## src/rtl/ifu_prefetch_if.sv

```systemverilog
// Fetch-unit bus bundle: redirect input, instruction-memory request/response,
// decode-side instruction handshake and debug/occupancy observation.
// The master modport is the fetch unit; the slave modport is its environment.
interface ifu_prefetch_if #(
    parameter int unsigned XLEN  = 32,
    parameter int unsigned DEPTH = 4
);
    localparam int unsigned CW = $clog2(DEPTH + 1);

    logic            i_redirect_vld;
    logic [XLEN-1:0] i_redirect_pc;
    logic            o_imem_req;
    logic [XLEN-1:0] o_imem_addr;
    logic            i_imem_gnt;
    logic            i_imem_rvld;
    logic [31:0]     i_imem_rdata;
    logic            o_insn_vld;
    logic [31:0]     o_insn;
    logic [XLEN-1:0] o_insn_pc;
    logic            i_insn_rdy;
    logic [XLEN-1:0] o_pc_debug;
    logic [CW-1:0]   o_buf_count;

    modport master (
        input  i_redirect_vld, i_redirect_pc, i_imem_gnt, i_imem_rvld, i_imem_rdata,
        input  i_insn_rdy,
        output o_imem_req, o_imem_addr, o_insn_vld, o_insn, o_insn_pc, o_pc_debug,
        output o_buf_count
    );

    modport slave (
        output i_redirect_vld, i_redirect_pc, i_imem_gnt, i_imem_rvld, i_imem_rdata,
        output i_insn_rdy,
        input  o_imem_req, o_imem_addr, o_insn_vld, o_insn, o_insn_pc, o_pc_debug,
        input  o_buf_count
    );
endinterface

```

## src/rtl/ifu_prefetch.sv

```systemverilog
// Instruction-fetch unit with prefetch FIFO. Issues pipelined in-order fetches,
// buffers returned words with their PCs and hands them to decode. Redirects flush
// the buffer and drop responses to requests already in flight.
// Optional macro IFU_BYPASS_EN: a response arriving while the FIFO is empty is
// presented to decode combinationally in the same cycle.
module ifu_prefetch #(
    parameter int unsigned    XLEN     = 32,
    parameter int unsigned    DEPTH    = 4,
    parameter logic [XLEN-1:0] RESET_PC = '0
) (
    input logic            i_clk,
    input logic            i_rst_n,
    ifu_prefetch_if.master bus
);
    localparam int unsigned CW  = $clog2(DEPTH + 1);
    localparam int unsigned CW1 = CW + 1;
    localparam int unsigned PW  = $clog2(DEPTH);

    logic [XLEN-1:0] f_pc_q, f_pc_d;
    logic [XLEN-1:0] r_pc_q, r_pc_d;
    logic [XLEN-1:0] pc_debug_q, pc_debug_d;
    logic [CW-1:0]   count_q, count_d;
    logic [CW-1:0]   outst_q, outst_d;
    logic [CW-1:0]   drop_q, drop_d;
    logic [PW-1:0]   wr_ptr_q, wr_ptr_d;
    logic [PW-1:0]   rd_ptr_q, rd_ptr_d;

    logic [XLEN-1:0] pc_mem   [DEPTH];
    logic [31:0]     insn_mem [DEPTH];

    logic [XLEN-1:0] redirect_tgt;
    logic [CW1-1:0]  credit_used;
    logic            req;
    logic            grant;
    logic            push;
    logic            pop;
    logic            pop_fifo;
    logic            bypass;
    logic            insn_vld;
    logic [XLEN-1:0] insn_pc;
    logic            unused_redirect_lsb;

    assign redirect_tgt        = {bus.i_redirect_pc[XLEN-1:2], 2'b00};
    assign unused_redirect_lsb = ^bus.i_redirect_pc[1:0];

    // Request credit: buffered plus in-flight words never exceed the FIFO depth,
    // so every accepted response is guaranteed a free slot.
    always_comb begin
        credit_used = {1'b0, count_q} + {1'b0, outst_q};
        req         = !bus.i_redirect_vld && (credit_used < CW1'(DEPTH));
        grant       = req && bus.i_imem_gnt;
    end

`ifdef IFU_BYPASS_EN
    // Decode-side view: FIFO head, or the live response when the FIFO is empty.
    always_comb begin
        bypass   = (count_q == '0) && (drop_q == '0) && !bus.i_redirect_vld
                   && bus.i_imem_rvld;
        insn_vld = (count_q != '0) || bypass;
        insn_pc  = bypass ? r_pc_q : pc_mem[rd_ptr_q];
        bus.o_insn = bypass ? bus.i_imem_rdata : insn_mem[rd_ptr_q];
    end
`else
    // Decode-side view: FIFO head only, so no path from memory inputs to decode.
    always_comb begin
        bypass     = 1'b0;
        insn_vld   = (count_q != '0);
        insn_pc    = pc_mem[rd_ptr_q];
        bus.o_insn = insn_mem[rd_ptr_q];
    end
`endif

    // Handshake decode; a redirect cancels any pop and any push this cycle.
    always_comb begin
        pop      = insn_vld && bus.i_insn_rdy && !bus.i_redirect_vld;
        pop_fifo = pop && !bypass;
        push     = bus.i_imem_rvld && (drop_q == '0) && !bus.i_redirect_vld
                   && !(bypass && bus.i_insn_rdy);
    end

    // Next-state logic; redirect takes priority over everything else.
    always_comb begin
        f_pc_d     = f_pc_q;
        r_pc_d     = r_pc_q;
        pc_debug_d = pc_debug_q;
        count_d    = count_q;
        outst_d    = outst_q;
        drop_d     = drop_q;
        wr_ptr_d   = wr_ptr_q;
        rd_ptr_d   = rd_ptr_q;
        if (bus.i_redirect_vld) begin
            f_pc_d   = redirect_tgt;
            r_pc_d   = redirect_tgt;
            count_d  = '0;
            wr_ptr_d = '0;
            rd_ptr_d = '0;
            // Everything still in flight after this cycle belongs to the old path.
            outst_d  = outst_q - CW'(bus.i_imem_rvld);
            drop_d   = outst_q - CW'(bus.i_imem_rvld);
        end else begin
            if (grant) begin
                f_pc_d = f_pc_q + XLEN'(4);
            end
            outst_d = outst_q + CW'(grant) - CW'(bus.i_imem_rvld);
            if (bus.i_imem_rvld) begin
                if (drop_q != '0) begin
                    drop_d = drop_q - CW'(1);
                end else begin
                    r_pc_d = r_pc_q + XLEN'(4);
                end
            end
            if (push) begin
                wr_ptr_d = wr_ptr_q + PW'(1);
            end
            if (pop_fifo) begin
                rd_ptr_d = rd_ptr_q + PW'(1);
            end
            count_d = count_q + CW'(push) - CW'(pop_fifo);
            if (pop) begin
                pc_debug_d = insn_pc;
            end
        end
    end

    // Control and PC state registers.
    always_ff @(posedge i_clk or negedge i_rst_n) begin
        if (!i_rst_n) begin
            f_pc_q     <= RESET_PC;
            r_pc_q     <= RESET_PC;
            pc_debug_q <= '0;
            count_q    <= '0;
            outst_q    <= '0;
            drop_q     <= '0;
            wr_ptr_q   <= '0;
            rd_ptr_q   <= '0;
        end else begin
            f_pc_q     <= f_pc_d;
            r_pc_q     <= r_pc_d;
            pc_debug_q <= pc_debug_d;
            count_q    <= count_d;
            outst_q    <= outst_d;
            drop_q     <= drop_d;
            wr_ptr_q   <= wr_ptr_d;
            rd_ptr_q   <= rd_ptr_d;
        end
    end

    // FIFO storage; contents are qualified by count, so no reset is needed.
    always_ff @(posedge i_clk) begin
        if (push) begin
            pc_mem[wr_ptr_q]   <= r_pc_q;
            insn_mem[wr_ptr_q] <= bus.i_imem_rdata;
        end
    end

    assign bus.o_imem_req  = req;
    assign bus.o_imem_addr = f_pc_q;
    assign bus.o_insn_vld  = insn_vld;
    assign bus.o_insn_pc   = insn_pc;
    assign bus.o_pc_debug  = pc_debug_q;
    assign bus.o_buf_count = count_q;
endmodule
```

## src/flat_wrapper.sv

```systemverilog
// flat-port wrapper written by rule: the top's interface ports become plain ports
module ifu_prefetch_flat 
#(
    parameter int unsigned    XLEN     = 32,
    parameter int unsigned    DEPTH    = 4,
    parameter logic [XLEN-1:0] RESET_PC = '0
)
  (i_clk, i_rst_n, bus_i_redirect_vld, bus_i_redirect_pc, bus_i_imem_gnt, bus_i_imem_rvld, bus_i_imem_rdata, bus_i_insn_rdy, bus_o_imem_req, bus_o_imem_addr, bus_o_insn_vld, bus_o_insn, bus_o_insn_pc, bus_o_pc_debug, bus_o_buf_count);
  ifu_prefetch_if #(.XLEN(XLEN), .DEPTH(DEPTH)) bus_i ();
  input logic i_clk;
  input logic i_rst_n;
  input wire logic [$bits(bus_i.i_redirect_vld)-1:0] bus_i_redirect_vld;
  input wire logic [$bits(bus_i.i_redirect_pc)-1:0] bus_i_redirect_pc;
  input wire logic [$bits(bus_i.i_imem_gnt)-1:0] bus_i_imem_gnt;
  input wire logic [$bits(bus_i.i_imem_rvld)-1:0] bus_i_imem_rvld;
  input wire logic [$bits(bus_i.i_imem_rdata)-1:0] bus_i_imem_rdata;
  input wire logic [$bits(bus_i.i_insn_rdy)-1:0] bus_i_insn_rdy;
  output wire logic [$bits(bus_i.o_imem_req)-1:0] bus_o_imem_req;
  output wire logic [$bits(bus_i.o_imem_addr)-1:0] bus_o_imem_addr;
  output wire logic [$bits(bus_i.o_insn_vld)-1:0] bus_o_insn_vld;
  output wire logic [$bits(bus_i.o_insn)-1:0] bus_o_insn;
  output wire logic [$bits(bus_i.o_insn_pc)-1:0] bus_o_insn_pc;
  output wire logic [$bits(bus_i.o_pc_debug)-1:0] bus_o_pc_debug;
  output wire logic [$bits(bus_i.o_buf_count)-1:0] bus_o_buf_count;
  assign bus_i.i_redirect_vld = bus_i_redirect_vld;
  assign bus_i.i_redirect_pc = bus_i_redirect_pc;
  assign bus_i.i_imem_gnt = bus_i_imem_gnt;
  assign bus_i.i_imem_rvld = bus_i_imem_rvld;
  assign bus_i.i_imem_rdata = bus_i_imem_rdata;
  assign bus_i.i_insn_rdy = bus_i_insn_rdy;
  assign bus_o_imem_req = bus_i.o_imem_req;
  assign bus_o_imem_addr = bus_i.o_imem_addr;
  assign bus_o_insn_vld = bus_i.o_insn_vld;
  assign bus_o_insn = bus_i.o_insn;
  assign bus_o_insn_pc = bus_i.o_insn_pc;
  assign bus_o_pc_debug = bus_i.o_pc_debug;
  assign bus_o_buf_count = bus_i.o_buf_count;
  ifu_prefetch #(.XLEN(XLEN), .DEPTH(DEPTH), .RESET_PC(RESET_PC)) u_core (.i_clk(i_clk), .i_rst_n(i_rst_n), .bus(bus_i));
endmodule
```

## config.mk

```make
export PLATFORM = sky130hd
export DESIGN_NAME = ifu_prefetch_flat
export DESIGN_NICKNAME = d
export VERILOG_FILES = /design/src/rtl/ifu_prefetch_if.sv /design/src/rtl/ifu_prefetch.sv /design/src/flat_wrapper.sv
export SDC_FILE = /design/constraint.sdc
export NUM_CORES = 1
export LEC_CHECK = 0
export ABC_AREA = 0
export CORE_AREA = 2 2 134 188
export CTS_BUF_LIST = sky130_fd_sc_hd__clkbuf_8
export DETAILED_ROUTE_END_ITERATION = 8
export DIE_AREA = 0 0 136 190
export PLACE_DENSITY = 0.86
export SKIP_LAST_GASP = 1
export SYNTH_ARGS = -nofsm -noshare
export SYNTH_HDL_FRONTEND = slang
export SYNTH_SLANG_ARGS = --single-unit
```

## constraint.sdc

```tcl
create_clock -name i_clk -period 8.2 [get_ports i_clk]
set_clock_uncertainty 0.1 [all_clocks]
set_input_delay 1.64 -clock i_clk [delete_from_list [all_inputs] [get_ports i_clk]]
set_output_delay 1.64 -clock i_clk [all_outputs]
set_load 0.01 [all_outputs]
```

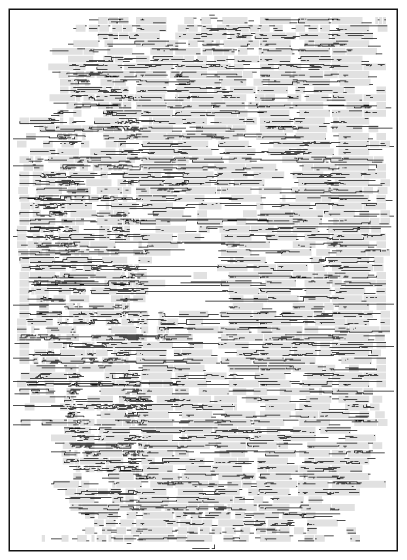
**Above:** run 1 (metal 1).
Cells faint in the background.
The layer holds 37% of the routed length. 991 nets have wire on it. The wires run mostly horizontal. The layer carries 10800 um of wire. The longest straight run is 51.7 um.

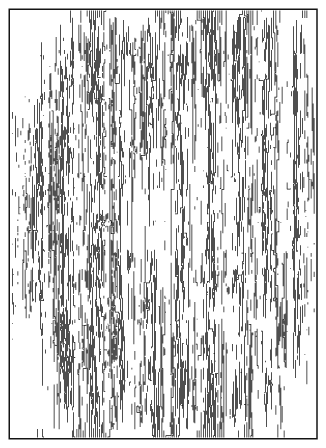
**Above:** run 1 (the metal 2 layer).
1019 nets have wire on it. The layer holds 55% of the routed length.

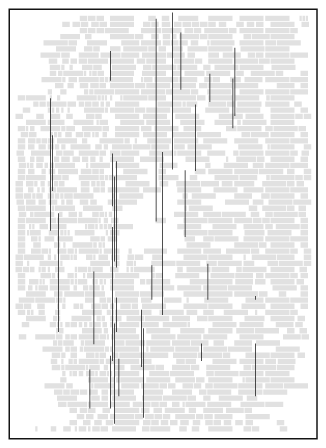
**Above:** run 1 (metal 4).
Cells faint in the background.
The wires run mostly vertical. The layer holds 3.3% of the routed length.
via count: 7967
final wirelength: 29100 um

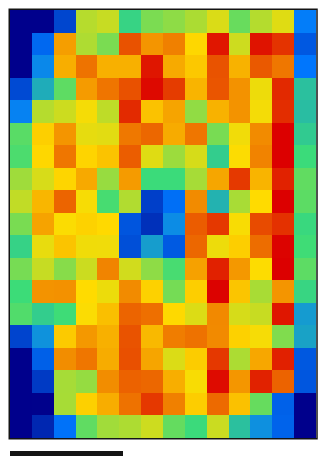
**Above:** run 1 (placement density heat map).
Scale bar: 50 um. 14 x 19 tiles, from dark blue (low) to red (high), 0 to 100% covered.
The fullest tile reaches 100%. 4.1% of the tiles are nearly empty. 48% of the tiles are over 75% full. The mean over all tiles is 66%.

==> flow_summary.toml, run 1 <==
# flow metrics
[final_layout]
final_core_util_pct = 71.8
n_antenna_cell = 0
top_register = "u_core.insn_mem"
syn2layout_area_growth_pct = 21.9
sh_comb_area_pct = 23.4
seq_share_pct = 57.4
seq_cells = 351

[pwr]
powerSeq_uw = 2240
power_frac_clock_pct = 25.9
total_power_uw = 4740
p_leak_uw = 0.00613

[synthesis]
ys_cells = 815
yosys-top-cells-area = "edfxtp_1, dfrtp_1, mux4_2"
ys_sh_adder_pct = 1.68
ys_area_sq_um = 14300
edf_count = 248
top_area_cell = "edfxtp_1"
ys_ff = 351
top_logic_kind = "multiplexers"
synth_top_flop_cell = "edfxtp_1"
synth_top_area_share_pct = 52.0

[global_route]
gr-usage-met3_pct = 3.46
globalRouteMet2Util_pct = 41.6

[clock_tree]
clkLatencyLatePin_ns = 0.55
clockRootBuffer = "clkbuf_8"

[outcome]
status = "complete, no violations"

[floorplanning]
n_tap_cell = 315
==> run 2: changes to the inputs <==
- CORE_AREA: 2 2 134 188 -> 2 2 137 193
- DIE_AREA: 0 0 136 190 -> 0 0 139 195
- PLACE_DENSITY: 0.86 -> 0.82
- clock period: 8.2 -> 5.5 ns (I/O delays scaled with it)
==> run 2 against run 1 <==
Effect of this change: die size is 4.9% higher; combinational power is 47% higher; sequential power up about 50%; worst hold slack is essentially flat; clock-buffer cell count up 6; routed wire length shrank 1.6%; non-clock buffer count is 2 lower; register-to-register slack worse by 2.6 ns; clock power increased by 81%; area after synthesis unchanged; critical path type is now reg -> out; largest power group unchanged.
==> flow_summary.toml, run 2 <==
# flow metrics
[synthesis]
simple_gate_area_share_pct = 6.24
async_flop_share_pct = 29.3
top_area_cell = "edfxtp_1"
yosys-top-cells-area = "edfxtp_1, dfrtp_1, mux4_2"
ys_sh_adder_pct = 1.68
ys_area_sq_um = 14300
synth_top_area_share_pct = 52.0
yosys_warnings = 0
top_logic_kind = "multiplexers"
edf_count = 248
ys_cells = 815
ys_ff = 351
synth_top_flop_cell = "edfxtp_1"

[pwr]
p_leak_uw = 0.00622
power_frac_clock_pct = 29.8
powerSeq_uw = 3370
total_power_uw = 7470

[timing]
final.min_clock_period_ns = 4.09

[clock_tree]
clkLatencyLatePin_ns = 0.57
clkSinkCount = 351
clockRootBuffer = "clkbuf_8"

[critical_path]
reg2reg_to = "u_core.outst_q[2]"
cp.required_ns = 4.30
r2r_slack_ns = 2.48
criticalPathCategory = "reg -> out"

[final_layout]
layout_top_cell = "edfxtp_1"
seq_cells = 351
seq_share_pct = 56.6
top_register = "u_core.insn_mem"
sh_comb_area_pct = 23.1
syn2layout_area_growth_pct = 23.7
n_antenna_cell = 0

[routing]
vias = 7900
routed_wl_um = 28600
drc = 0
first_pass_iters = 4

[outcome]
status = "complete, no violations"

[global_route]
grt.busiest_layer = "met2"
gr-usage-met3_pct = 3.95
globalRouteMet2Util_pct = 37.5

[hold_path]
hold_path_startpoint = "u_core.bus.o_pc_debug[16]"
whs_path_depth = 1

[placed_design]
portBuffers = 194

[floorplanning]
n_tap_cell = 319
die_width_um = 139
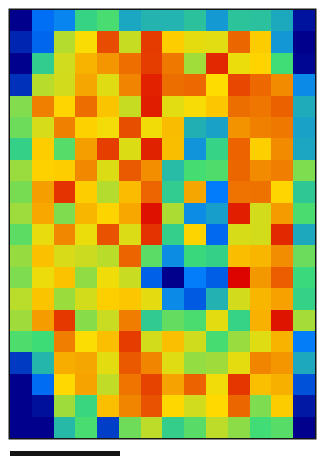
**Above:** run 2 (placement density heat map).
Scale bar: 50 um. 14 x 20 tiles, from dark blue (low) to red (high), 0 to 100% covered.
floorplan utilization: 56.8%
total core area: 25200 sq um
Util after Layout: 70.3%

==> run 3: changes to the inputs <==
- CORE_AREA: 2 2 137 193 -> 2 2 145 204
- DIE_AREA: 0 0 139 195 -> 0 0 147 206
- PLACE_DENSITY: 0.82 -> 0.77
- clock period: 5.5 -> 3.5 ns (I/O delays scaled with it)
==> run 3 against run 2 <==
Effect of this change: cell count grew 5.7%; core utilization fell by 7.8 points; final area up 1.3%; critical path depth did not move; combinational power up 65%; synthesized cell count unchanged; register-to-register slack lost 1.6 ns; global-route usage shrank 2.0 points; area after synthesis unchanged.
==> flow_summary.toml, run 3 <==
# flow metrics
[routing]
drc = 0

[pwr]
power_frac_clock_pct = 27.1
total_power_uw = 11400
powerSeq_uw = 5220

[critical_path]
reg2reg_to = "u_core.bus.o_imem_addr[26]"

[global_route]
grt.busiest_layer = "met2"
gr-usage-met3_pct = 3.27

[clock_tree]
clkLatencyLatePin_ns = 0.57
clkSinkCount = 351
clockRootBuffer = "clkbuf_8"

[placed_design]
portBuffers = 194

[synthesis]
ys_cells = 815
top_area_cell = "edfxtp_1"
ys_area_sq_um = 14300
simple_gate_area_share_pct = 6.24
top_logic_kind = "multiplexers"

[floorplanning]
coreArea_sq_um = 28700
fp_util_pct = 49.9

[final_layout]
layout_top_cell = "edfxtp_1"
n_antenna_cell = 0
sh_comb_area_pct = 22.8
final_core_util_pct = 62.5
top_register = "u_core.insn_mem"
syn2layout_area_growth_pct = 25.2

[timing]
final.min_clock_period_ns = 3.32

[outcome]
status = "complete, no violations"
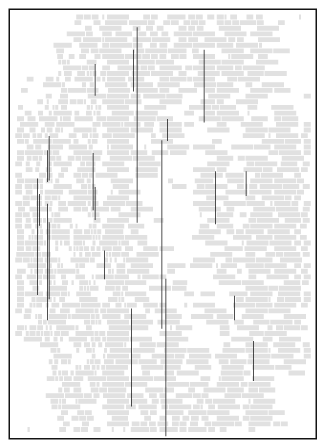
**Above:** run 3 (metal 4).
Cells faint in the background.
The longest straight run is 93.8 um. 13 nets have wire on it. The layer carries 709 um of wire. The wires run mostly vertical.
final wirelength: 29000 um
via count: 7965


==> screenshots <==
Congestion heat map.
Plate I
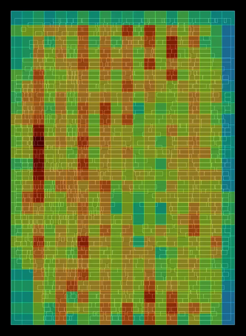
Plate II
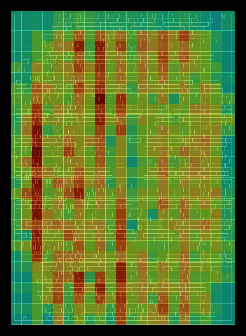
Plate III
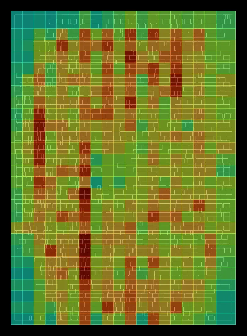
- run 2 = Plate I
- run 3 = Plate II
- run 1 = Plate III

No activity file was given, so power comes from the tool's default toggle rates.
